<file path="src/rtl/hamming_pkg.sv">
// Shared definitions for the Hamming(15,11) transmit path.
//   DATA_W     : data bits per word fed to the encoder
//   CODE_W     : encoded codeword width
//   tx_state_t : serializer FSM states
package hamming_pkg;

    localparam int DATA_W = 11;
    localparam int CODE_W = 15;

    typedef enum logic [1:0] {
        ST_IDLE  = 2'd0,
        ST_SHIFT = 2'd1,
        ST_GAP   = 2'd2
    } tx_state_t;

endpackage

</file>
<file path="src/rtl/hamming_word_fifo.sv">
// Small synchronous word FIFO with registered full/empty flags.
//   clk, RST   : clock, asynchronous active-low reset
//   push/wr_data : write request and data (ignored when full)
//   pop/rd_data  : read request (ignored when empty); rd_data shows the head word
//   level_next   : occupancy after the current edge, for registering status elsewhere
//   full, empty  : registered status flags
module hamming_word_fifo #(
    parameter int W     = 11,
    parameter int DEPTH = 2
) (
    input  logic                     clk,
    input  logic                     RST,
    input  logic                     push,
    input  logic [W-1:0]             wr_data,
    input  logic                     pop,
    output logic [W-1:0]             rd_data,
    output logic [$clog2(DEPTH):0]   level_next,
    output logic                     full,
    output logic                     empty
);
    localparam int AW = $clog2(DEPTH);

    logic [W-1:0]  mem [DEPTH];
    logic [AW-1:0] wr_ptr_reg;
    logic [AW-1:0] rd_ptr_reg;
    logic [AW:0]   level_reg;
    logic          full_reg;
    logic          empty_reg;
    logic          do_push;
    logic          do_pop;

    assign do_push = push && !full_reg;
    assign do_pop  = pop && !empty_reg;

    // Simultaneous push and pop leaves the level unchanged.
    always_comb begin
        level_next = level_reg + (AW+1)'(do_push) - (AW+1)'(do_pop);
    end

    always_ff @(posedge clk) begin
        if (do_push) begin
            mem[wr_ptr_reg] <= wr_data;
        end
    end

    always_ff @(posedge clk or negedge RST) begin
        if (!RST) begin
            wr_ptr_reg <= '0;
            rd_ptr_reg <= '0;
            level_reg  <= '0;
            full_reg   <= 1'b0;
            empty_reg  <= 1'b1;
        end else begin
            if (do_push) wr_ptr_reg <= wr_ptr_reg + 1'b1;
            if (do_pop)  rd_ptr_reg <= rd_ptr_reg + 1'b1;
            level_reg <= level_next;
            full_reg  <= (level_next == (AW+1)'(DEPTH));
            empty_reg <= (level_next == '0);
        end
    end

    // Head word is visible combinationally so the serializer can load it
    // on the same edge that pops it.
    assign rd_data = mem[rd_ptr_reg];
    assign full    = full_reg;
    assign empty   = empty_reg;

endmodule

</file>
<file path="src/rtl/hamming_tx_serializer.sv">
// Buffers parallel data words and shifts them out MSB first as a serial
// stream for a Hamming(15,11) encoder, with optional idle gap between words.
//   clk, RST    : clock, asynchronous active-low reset
//   in_data/in_valid/in_ready : word input handshake (in_ready = registered !full)
//   sl_out      : serial data bit
//   shift       : strobe marking each valid serial bit
//   frame_start : high with the first (MSB) bit of each word
//   busy        : serializing, in gap, or words pending
module hamming_tx_serializer #(
    parameter int DATA_W     = hamming_pkg::DATA_W,
    parameter int FIFO_DEPTH = 2,
    parameter int GAP_CYCLES = 0
) (
    input  logic              clk,
    input  logic              RST,
    input  logic [DATA_W-1:0] in_data,
    input  logic              in_valid,
    output logic              in_ready,
    output logic              sl_out,
    output logic              shift,
    output logic              frame_start,
    output logic              busy
);
    import hamming_pkg::*;

    localparam int LW = $clog2(FIFO_DEPTH) + 1;
    localparam int GW = (GAP_CYCLES > 1) ? $clog2(GAP_CYCLES) : 1;
    localparam logic [3:0]    BIT_LAST = 4'(DATA_W - 1);
    localparam logic [GW-1:0] GAP_LAST = GW'((GAP_CYCLES > 0) ? GAP_CYCLES - 1 : 0);

    tx_state_t         state_reg, state_next;
    logic [DATA_W-1:0] sreg_reg, sreg_next;
    logic [3:0]        bit_cnt_reg, bit_cnt_next;
    logic [GW-1:0]     gap_cnt_reg, gap_cnt_next;
    logic              sl_out_reg, sl_out_next;
    logic              shift_reg, shift_next;
    logic              frame_start_reg, frame_start_next;
    logic              busy_reg, busy_next;
    logic              in_ready_reg, in_ready_next;

    logic              push;
    logic              pop;
    logic              pick_next;
    logic [DATA_W-1:0] fifo_data;
    logic [LW-1:0]     fifo_level_next;
    logic              fifo_full;
    logic              fifo_empty;

    assign push = in_valid && in_ready_reg;

    hamming_word_fifo #(
        .W     (DATA_W),
        .DEPTH (FIFO_DEPTH)
    ) u_fifo (
        .clk        (clk),
        .RST        (RST),
        .push       (push),
        .wr_data    (in_data),
        .pop        (pop),
        .rd_data    (fifo_data),
        .level_next (fifo_level_next),
        .full       (fifo_full),
        .empty      (fifo_empty)
    );

    always_comb begin
        state_next       = state_reg;
        sreg_next        = sreg_reg;
        bit_cnt_next     = bit_cnt_reg;
        gap_cnt_next     = gap_cnt_reg;
        sl_out_next      = 1'b0;
        shift_next       = 1'b0;
        frame_start_next = 1'b0;
        pop              = 1'b0;
        pick_next        = 1'b0;

        case (state_reg)
            ST_IDLE: begin
                pick_next = 1'b1;
            end
            ST_SHIFT: begin
                // Outputs are registered, so the bit held at the MSB now
                // appears on sl_out after this edge.
                sl_out_next      = sreg_reg[DATA_W-1];
                shift_next       = 1'b1;
                frame_start_next = (bit_cnt_reg == 4'd0);
                sreg_next        = sreg_reg << 1;
                if (bit_cnt_reg == BIT_LAST) begin
                    bit_cnt_next = 4'd0;
                    if (GAP_CYCLES > 0) begin
                        state_next   = ST_GAP;
                        gap_cnt_next = '0;
                    end else begin
                        pick_next = 1'b1;
                    end
                end else begin
                    bit_cnt_next = bit_cnt_reg + 4'd1;
                end
            end
            ST_GAP: begin
                if (gap_cnt_reg == GAP_LAST) begin
                    gap_cnt_next = '0;
                    pick_next    = 1'b1;
                end else begin
                    gap_cnt_next = gap_cnt_reg + 1'b1;
                end
            end
            default: begin
                state_next = ST_IDLE;
            end
        endcase

        // Shared frame-boundary decision: load the next word or go idle.
        if (pick_next) begin
            if (!fifo_empty) begin
                pop          = 1'b1;
                sreg_next    = fifo_data;
                bit_cnt_next = 4'd0;
                state_next   = ST_SHIFT;
            end else begin
                state_next = ST_IDLE;
            end
        end

        busy_next     = shift_next || (state_next != ST_IDLE) || (fifo_level_next != '0);
        // Follows the FIFO's own full flag timing: no early ready on a pop.
        in_ready_next = (fifo_level_next != LW'(FIFO_DEPTH));
    end

    always_ff @(posedge clk or negedge RST) begin
        if (!RST) begin
            state_reg       <= ST_IDLE;
            sreg_reg        <= '0;
            bit_cnt_reg     <= 4'd0;
            gap_cnt_reg     <= '0;
            sl_out_reg      <= 1'b0;
            shift_reg       <= 1'b0;
            frame_start_reg <= 1'b0;
            busy_reg        <= 1'b0;
            in_ready_reg    <= 1'b0;
        end else begin
            state_reg       <= state_next;
            sreg_reg        <= sreg_next;
            bit_cnt_reg     <= bit_cnt_next;
            gap_cnt_reg     <= gap_cnt_next;
            sl_out_reg      <= sl_out_next;
            shift_reg       <= shift_next;
            frame_start_reg <= frame_start_next;
            busy_reg        <= busy_next;
            in_ready_reg    <= in_ready_next;
        end
    end

    assign in_ready    = in_ready_reg;
    assign sl_out      = sl_out_reg;
    assign shift       = shift_reg;
    assign frame_start = frame_start_reg;
    assign busy        = busy_reg;

endmodule

</file>
<file path="config.mk">
export PLATFORM = sky130hd
export DESIGN_NAME = hamming_tx_serializer
export DESIGN_NICKNAME = d
export VERILOG_FILES = /design/src/rtl/hamming_pkg.sv /design/src/rtl/hamming_word_fifo.sv /design/src/rtl/hamming_tx_serializer.sv
export SDC_FILE = /design/constraint.sdc
export NUM_CORES = 1
export LEC_CHECK = 0
export ABC_AREA = 1
export CELL_PAD_IN_SITES_DETAIL_PLACEMENT = 1
export CELL_PAD_IN_SITES_GLOBAL_PLACEMENT = 2
export CORE_MARGIN = 3
export CORE_UTILIZATION = 25
export DETAILED_ROUTE_END_ITERATION = 16
export PLACE_DENSITY = 0.64
export SYNTH_ARGS = -nofsm -noshare
export SYNTH_HDL_FRONTEND = slang
export SYNTH_SLANG_ARGS = --single-unit
</file>
<file path="constraint.sdc">
create_clock -name clk -period 2.29 [get_ports clk]
set_clock_uncertainty 0.15 [all_clocks]
set_input_delay 0.687 -clock clk [delete_from_list [all_inputs] [get_ports clk]]
set_output_delay 0.687 -clock clk [all_outputs]
set_load 0.02 [all_outputs]
</file>
Figure 1. Routed clock nets over the placement (run 1).
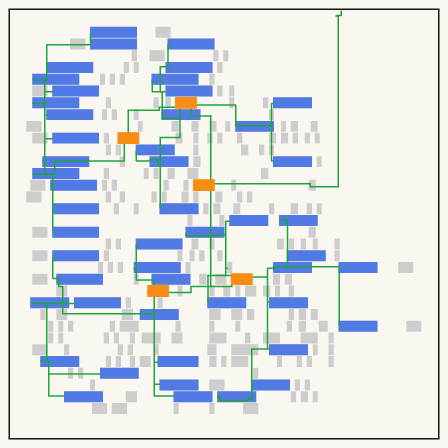
cells driving clock nets -> orange  # count 5
flip-flops -> blue  # count 50
clock wires -> green  # length 643 microns
routed clock nets = 6

Figure 2. Placement by cell class (run 1).
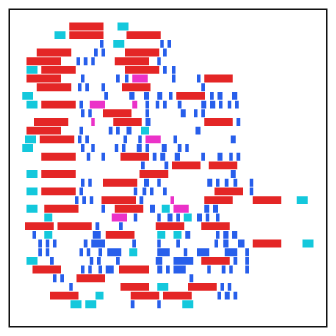
all other logic -> blue  # cells 169, share of their area 31%
other buffers and delay cells -> cyan  # cells 27, share of their area 10%
clock drivers and dummy loads -> magenta  # cells 8, share of their area 3.3%
flip-flops -> red  # cells 50, share of their area 56%

Figure 3. Metal layers overlaid (run 1).
Only two layers are drawn.
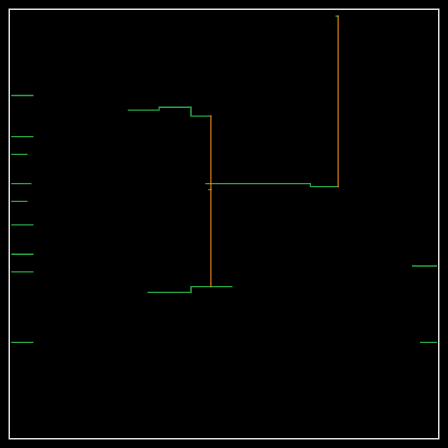
met3 -> green  # wire length 124 microns
met4 -> orange  # wire length 78.9 microns
average detailed-routed wire length per instance: 12.1 microns
GR Util All Layers: 10.1%
via count of the routed design: 1516

[run 1: layout make-up]
class / count / area share [%]
tap: 105 / 5.11
inverter: 17 / 2.48
clock inverter: 2 / 0.341
sequential: 50 / 53.0
timing repair buffer: 27 / 9.64
multi-input combinational: 152 / 26.6
clock buffer: 6 / 2.82
[run 1: final timing paths]
kind                              start      endpoint  cells after the start  slack [ns]
max                            in_ready      in_ready                      1        0.20
max in group asynchronous           RST  u_fifo.empty                      2        1.08
min reg2reg                 sreg_reg[0]   sreg_reg[0]                      2        0.34
min                         sreg_reg[0]   sreg_reg[0]                      2        0.34
min in group asynchronous           RST      in_ready                      2        0.60
max reg2reg                state_reg[1]      in_ready                     13        0.30
[run 1: through the flow]
step	cells	setup slack, ns	power (uW)	hold WS [ns]
2_1_floorplan	227	0.281	2250	0.241
3_3_place_gp	351	0.119	2610	0.326
3_5_place_dp	351	0.0178	2630	0.320
4_1_cts	359	0.183	3130	0.352
5_1_grt	359	0.112	3380	0.387
6_report	359	0.202	3070	0.344
[run 1: routing by layer]
| metal | track usage, % | wire (microns) | vias to the layer above |
|---|---|---|---|
| li1 | - | - | 770 |
| met1 | 12.2 | 1990 | 723 |
| met2 | 17.4 | 2160 | 18 |
| met3 | 2.55 | 123 | 5 |
| met4 | 3.78 | 78 | 0 |
| met5 | 0 | 0 | - |
[run 1: tightest hold or removal path: stages (launching register included)]
cell and delay, ns:
sky130_fd_sc_hd__dfrtp_1 0.35, sky130_fd_sc_hd__nand2_1 0.06, sky130_fd_sc_hd__nand2_1 0.06
[run 1: cell families after synthesis]
family	after synthesis	share of synthesized area, %
and+or+nand+nor	146	29.6
DFF	50	63.0
buffers and inverters	25	5.38
AOI/OAI and AO/OA	3	0.694
adders and majority gates	2	1.16
other	1	0.173
==> run notes, run 1 <==
Status
• result of the run: finished, final reports clean

Logic synthesis
• most used flip-flop cell: sky130_fd_sc_hd__dfrtp_1
• ranking of synthesized cells by area: sky130_fd_sc_hd__dfrtp_1 31%, sky130_fd_sc_hd__edfxtp_1 31%, sky130_fd_sc_hd__nand2_1 16%, sky130_fd_sc_hd__nand3_1 6.5%, sky130_fd_sc_hd__inv_1 2.8%
• Yosys Instances: 227
• count of library flops with an enable pin: 22
• Synth area leader: sky130_fd_sc_hd__dfrtp_1
• Synth warnings: 0
• Async S/R FF share, synth: 56.0%
• syn avg cell area: 9.52 sq um
• most frequent cell after synthesis: sky130_fd_sc_hd__nand2_1

Floorplanning
• I/O pin count: 19

Power and ir drop
• power dissipated in sequential cells: 1360 uW
• combinational power: 1220 uW
• power attributed to the clock group: 489 uW
• pwr dens: 1190 nW/um^2
• Pleak: 0.00119 uW

Route
• number of vias per cell: 4.22
• antenna violation net count after detailed routing: 0

Worst setup path
• Max stage delay on crit path: 0.60 ns
• Max stage delay cell, worst path: sky130_fd_sc_hd__clkdlybuf4s50_1
• top cell family by delay on the critical path: buffers and inverters
• data arrival time at the worst-slack endpoint: 1.25 ns
• capturing element type of the critical path: output pin
• worst-path cell chain: clkdlybuf4s50_1
• maximum fanout along the worst path: 2

Layout
• number of flip-flops in the largest register: 22
• layout-stage area growth over the synthesis result: 18.9%
• most used cells in the layout excluding fill and tap cells: 95 x sky130_fd_sc_hd__nand2_1, 28 x sky130_fd_sc_hd__nand3_1, 27 x sky130_fd_sc_hd__dfrtp_1
• most frequent standard cell in the layout excluding fill and tap cells: sky130_fd_sc_hd__nand2_1
• number of inserted diodes: 0
• final standard cell utilization of the core: 31.0%
• multi-input logic area: 683 sq um

Clock tree
• Post CTS Setup Buffer Count: 0
• Longest Clk Path Bufs: 2
• clock latency on the worst-skew pair: 0.30 ns
• H-tree lvl count: 2
• hold buffer count at cts: 0

Placement
• port buffer count: 18
• Final HPWL DP: 2980 microns
• placed standard-cell area: 2490 sq um

Run
• number of max-cap violations: 0

STA
• hold violation count in the final report: 0

Min path
• Tightest Hold Check Type: reg2reg

Global routing
• first-pass GRT wire length: 7910 microns

==> run 2, diff against run 1 <==
CELL_PAD_IN_SITES_DETAIL_PLACEMENT = unset   (was 1)
CELL_PAD_IN_SITES_GLOBAL_PLACEMENT = unset   (was 2)
PLACE_DENSITY = 0.47   (was 0.64)
Figure 4. Congestion heat map (run 2).
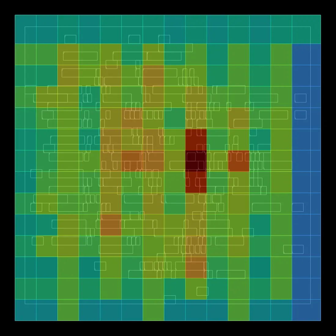
final standard cell utilization of the core: 31.3%
M2 GR Usage: 13.8%
met1 usage: 11.6%
met3 track demand over resource: 2.34%
global routing's busiest layer: met2

==> run 2 against run 1 <==
  * Combinational power fell by 5%
  * Largest power group unchanged
  * Highest routed layer unchanged
  * Critical endpoint unchanged
  * Non-clock buffer count unchanged
  * Global-route usage is 1.3 points lower
==> run notes, run 2 <==
Logic synthesis
• syn avg cell area: 9.52 sq um, unchanged
• most frequent cell after synthesis: sky130_fd_sc_hd__nand2_1
• Yosys Instances: 227, unchanged
• Async S/R FF share, synth: 56.0%, unchanged
• Synth area leader: sky130_fd_sc_hd__dfrtp_1
• most used flip-flop cell: sky130_fd_sc_hd__dfrtp_1
• Synth warnings: 0, unchanged

Power and ir drop
• Pleak: 0.00121 uW, +1.1%
• Total Power Consumption: 3130 uW, +2.1%

Worst setup path
• Max stage delay on crit path: 0.61 ns, about the same
• top cell family by delay on the critical path: buffers and inverters
• R2R Path Start: u_fifo.empty
• first element of the critical path: in_ready
• FF-to-FF path depth: 13, unchanged
• Critical Path Stages: 1, unchanged
• worst-path cell chain: clkdlybuf4s50_1
• Max stage delay cell, worst path: sky130_fd_sc_hd__clkdlybuf4s50_1
• maximum fanout along the worst path: 2, unchanged

Clock tree
• H-tree lvl count: 2, unchanged
• Post CTS Setup Buffer Count: 0, unchanged
• hold buffer count at cts: 0, unchanged

Global routing
• first-pass GRT wire length: 6870 microns, -13%
• GR Util All Layers: 8.81%, -1.3 points

Placement
• DP Worst Slack: 0.0503 ns, +0.0326 ns
• placed standard-cell area: 2490 sq um, unchanged

Layout
• count of non-filler cells in the finished layout: 359, unchanged
• number of flip-flops in the largest register: 22, unchanged
• most used cells in the layout excluding fill and tap cells: 95 x sky130_fd_sc_hd__nand2_1, 28 x sky130_fd_sc_hd__nand3_1, 27 x sky130_fd_sc_hd__dfrtp_1

STA
• hold violation count in the final report: 0, unchanged

Min path
• worst hold path cell count: 2, unchanged
• Tightest Hold Check Type: reg2reg
• Hold Path Origin: sreg_reg[10]

Route
• antenna violation net count after detailed routing: 0, unchanged
• number of vias per cell: 4.06, -3.8%
• via count of the routed design: 1459, -3.8%

Status
• result of the run: finished, final reports clean

Figure 5. Routed clock nets over the placement (run 2).
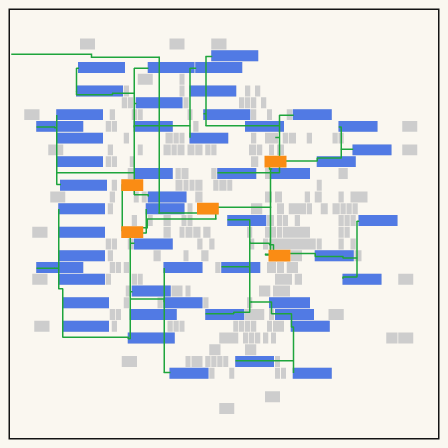
clock wires -> green  # length 625 microns
cells driving clock nets -> orange  # count 5
flip-flops -> blue  # count 50
routed clock nets = 6
clock latency on the worst-skew pair: 0.30 ns
power attributed to the clock group: 612 uW
Clock power frac: 19.5%

[run 2: cell counts after synthesis]
No cell type changed its count.
[run 2: final cells by class]
type / count / area (sq um) / share of cell area [%]
Sequential cell: 50 / 1360 / 52.4
Multi-Input combinational cell: 152 / 683 / 26.3
Timing Repair Buffer: 27 / 248 / 9.53
Tap cell: 105 / 131 / 5.05
Clock buffer: 6 / 72.6 / 2.79
Inverter: 17 / 63.8 / 2.45
Clock inverter: 2 / 38.8 / 1.49
[run 2: per-layer routing]
metal / up-vias / routed length (microns) / track usage (%)
li1: 773 / - / -
met1: 652 / 1830 / 11.6
met2: 29 / 1720 / 13.8
met3: 5 / 181 / 2.34
met4: 0 / 55 / 3.47
met5: - / 0 / 0
[run 2: path summary, 6_finish.rpt]
| check | slack, ns | to |
|---|---|---|
| min | 0.35 | sl_out |
| min in group asynchronous | 0.62 | busy |
| max reg2reg | 0.33 | in_ready |
| min reg2reg | 0.35 | sl_out |
| max | 0.20 | in_ready |
| max in group asynchronous | 1.06 | u_fifo.empty |
[run 2: where the power goes]
group	internal, uW	leakage, uW	switching (uW)
Combinational	442	0.000602	723
Sequential	1240	0.000548	119
Clock	328	0.0000554	284
[run 2: logic make-up (layout without fill, tap and decap cells)]
logic type | Yosys count | after routing | share of synthesized area (%)
AND/OR/NAND/NOR | 146 | 146 | 29.6
other | 1 | 1 | 0.173
adder cells (fa/ha/maj) | 2 | 2 | 1.16
AND-OR/OR-AND | 3 | 3 | 0.694
buffers and inverters | 25 | 52 | 5.38
flip-flops | 50 | 50 | 63.0
Figure 6. Metal layers overlaid (run 2).
Only two layers are drawn.
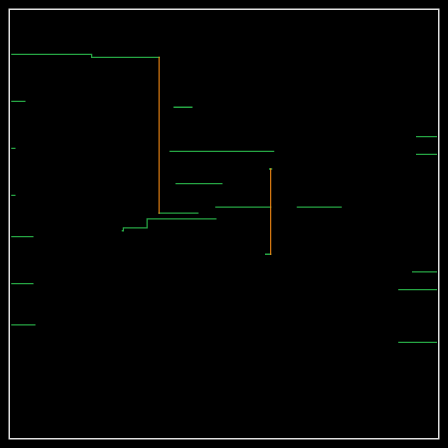

==> run 3, diff against run 2 <==
ABC_CLOCK_PERIOD_IN_PS = 1800   (was unset)
PLACE_DENSITY = 0.48   (was 0.47)
clock period = 1.8 ns   (was 2.29 ns; I/O delays follow)
Figure 7. Metal layers overlaid (run 3).
Only two layers are drawn.
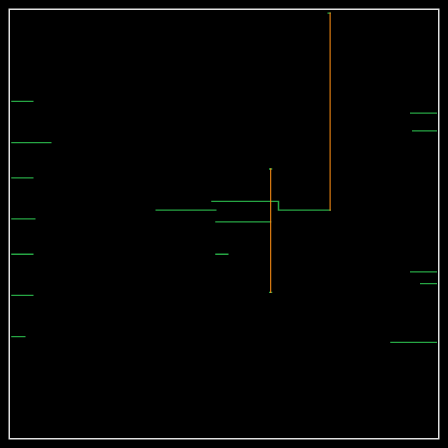
met4 -> orange  # wire length 74.1 microns
met3 -> green  # wire length 127 microns
aggregate routed wire length: 3920 microns
average detailed-routed wire length per instance: 10.6 microns
GR Util All Layers: 8.91%

Figure 8. Placement by cell class (run 3).
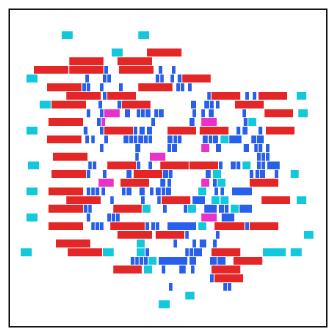
clock drivers and dummy loads -> magenta  # cells 8, share of their area 3.4%
flip-flops -> red  # cells 50, share of their area 53%
other buffers and delay cells -> cyan  # cells 36, share of their area 13%
all other logic -> blue  # cells 169, share of their area 31%
final instance area: 2700 sq um
standard-cell rows: 33
total core area: 8300 sq um
final standard cell utilization of the core: 32.5%
sequential share of cell area: 50.5%

==> run 3 against run 2 <==
  * First-iteration DRC count is 35% higher
  * Routed wire length is 3.3% higher
  * Clock-buffer cell count stayed put
  * Die area stayed put
  * Core utilization is 1.2 points higher
  * The run now ends with setup timing left
  * Hold slack better by 0.0081 ns
  * Largest power group unchanged
  * Total power is 30% higher
  * Sequential power is 26% higher
  * Cell area is 3.8% higher
  * Largest cell class unchanged
  * Setup slack worse by 0.21 ns
  * Register-to-register slack worse by 0.34 ns
  * Via count is 3.9% higher
==> run notes, run 3 <==
Worst setup path
• end point of the critical path: in_ready
• Max stage delay cell, worst path: sky130_fd_sc_hd__dfstp_2
• register-to-register setup slack: -0.01 ns, -0.34 ns
• Max stage delay on crit path: 0.57 ns, -0.04 ns
• maximum fanout along the worst path: 3, +1
• worst-path cell chain: inv_2 -> nand2_4 -> nand2_4 -> ha_4 -> inv_2 -> ha_4 -> inv_2 -> nand2_2 -> nand3b_1 -> nand2_2 -> nor2_2 -> inv_1
• first element of the critical path: u_fifo.empty
• top cell family by delay on the critical path: flip-flops
• Critical Path Stages: 12, +11
• FF-to-FF path depth: 12, -1
• end of the worst register-to-register path: in_ready

Status
• failing checks: setup timing
• result of the run: finished with violations

Logic synthesis
• Synth area leader: sky130_fd_sc_hd__dfrtp_1
• Synth warnings: 0, unchanged
• most frequent cell after synthesis: sky130_fd_sc_hd__nand2_1
• Yosys Instances: 227, unchanged
• most used flip-flop cell: sky130_fd_sc_hd__dfrtp_1
• syn avg cell area: 9.52 sq um, unchanged

Route
• wire length on met1: 1930 microns, +5.4%
• wire length on met3: 127 microns, -30%
• highest layer used for signal routing: met4
• antenna violation net count after detailed routing: 0, unchanged
• number of vias per cell: 4.12, +1.4%
• Met2 Wirelength: 1790 microns, +3.7%
• via count of the routed design: 1516, +3.9%

Power and ir drop
• Total Power Consumption: 4070 uW, +30%
• Pleak: 0.00125 uW, +3.5%

Global routing
• first-pass GRT wire length: 6930 microns, +0.90%
• met1 usage: 11.2%, -0.37 points
• M2 GR Usage: 14.5%, +0.67 points
• global routing's busiest layer: met2
• met3 track demand over resource: 1.84%, -0.50 points

Clock tree
• clock latency on the worst-skew pair: 0.30 ns, about the same
• hold buffer count at cts: 0, unchanged
• H-tree lvl count: 2, unchanged
• Post CTS Setup Buffer Count: 0, unchanged

Layout
• number of flip-flops in the largest register: 22, unchanged
• most used cells in the layout excluding fill and tap cells: 92 x sky130_fd_sc_hd__nand2_1, 28 x sky130_fd_sc_hd__nand3_1, 27 x sky130_fd_sc_hd__dfrtp_1
• number of inserted diodes: 0

STA
• hold violation count in the final report: 0, unchanged
• final setup slack of the worst path: -0.0127 ns
• final-report setup violation count: 3

Min path
• Tightest Hold Check Type: in2async

==> run 3: cell families (layout without fill, tap and decap cells) <==
kind of cell,Yosys count,count (layout),share of synthesized area (%)
other cells,1,1,0.173
flops,50,50,63.0
simple gates,146,146,29.6
compound gates,3,3,0.694
fa+ha+maj,2,2,1.16
buf+inv,25,61,5.38
==> run 3: how the worst min path moves through the flow <==
| stage | end | cells past startpoint |
|---|---|---|
| 6_report | busy | 1 |
| 5_1_grt | state_reg[1] | 1 |
| 4_1_cts | state_reg[1] | 1 |
| 3_5_place_dp | sreg_reg[0] | 2 |
| 3_3_place_gp | sreg_reg[0] | 2 |
| 2_1_floorplan | bit_cnt_reg[0] | 0 |
==> run 3: stage by stage <==
step,area (sq um),TNS (ns),worst slack (ns),hold slack (ns)
floorplan,2200,-0.520,-0.151,0.0944
global placement,2600,-4.19,-0.219,0.327
detailed placement,2600,-4.68,-0.252,0.335
CTS,2690,-0.0378,-0.0229,0.356
global route,2700,-0.309,-0.0896,0.378
finish,2700,-0.0188,-0.0127,0.356
==> run 3: power breakdown <==
part | total [uW] | switching (uW) | internal [uW]
Combinational | 1710 | 1020 | 699
Clock | 634 | 360 | 274
Sequential | 1720 | 147 | 1580
==> run 3: cell type report <==
class,instances,area [sq um],share of cell area (%)
sequential,50,1360,50.5
inverter,17,63.8,2.37
clock inverter,2,15.0,0.557
tap,105,131,4.87
multi-input combinational,152,731,27.1
timing repair buffer,36,322,11.9
clock buffer,6,72.6,2.69
==> run 3: worst reg2reg max path, delay by kind of cell, from the launching register on <==
kind	cells	cell delay (ns)
buffers and inverters	4	0.17
flip-flops	1	0.57
adder cells (fa/ha/maj)	2	0.40
AND/OR/NAND/NOR	6	0.41
Power and IR drop assume default switching activity.
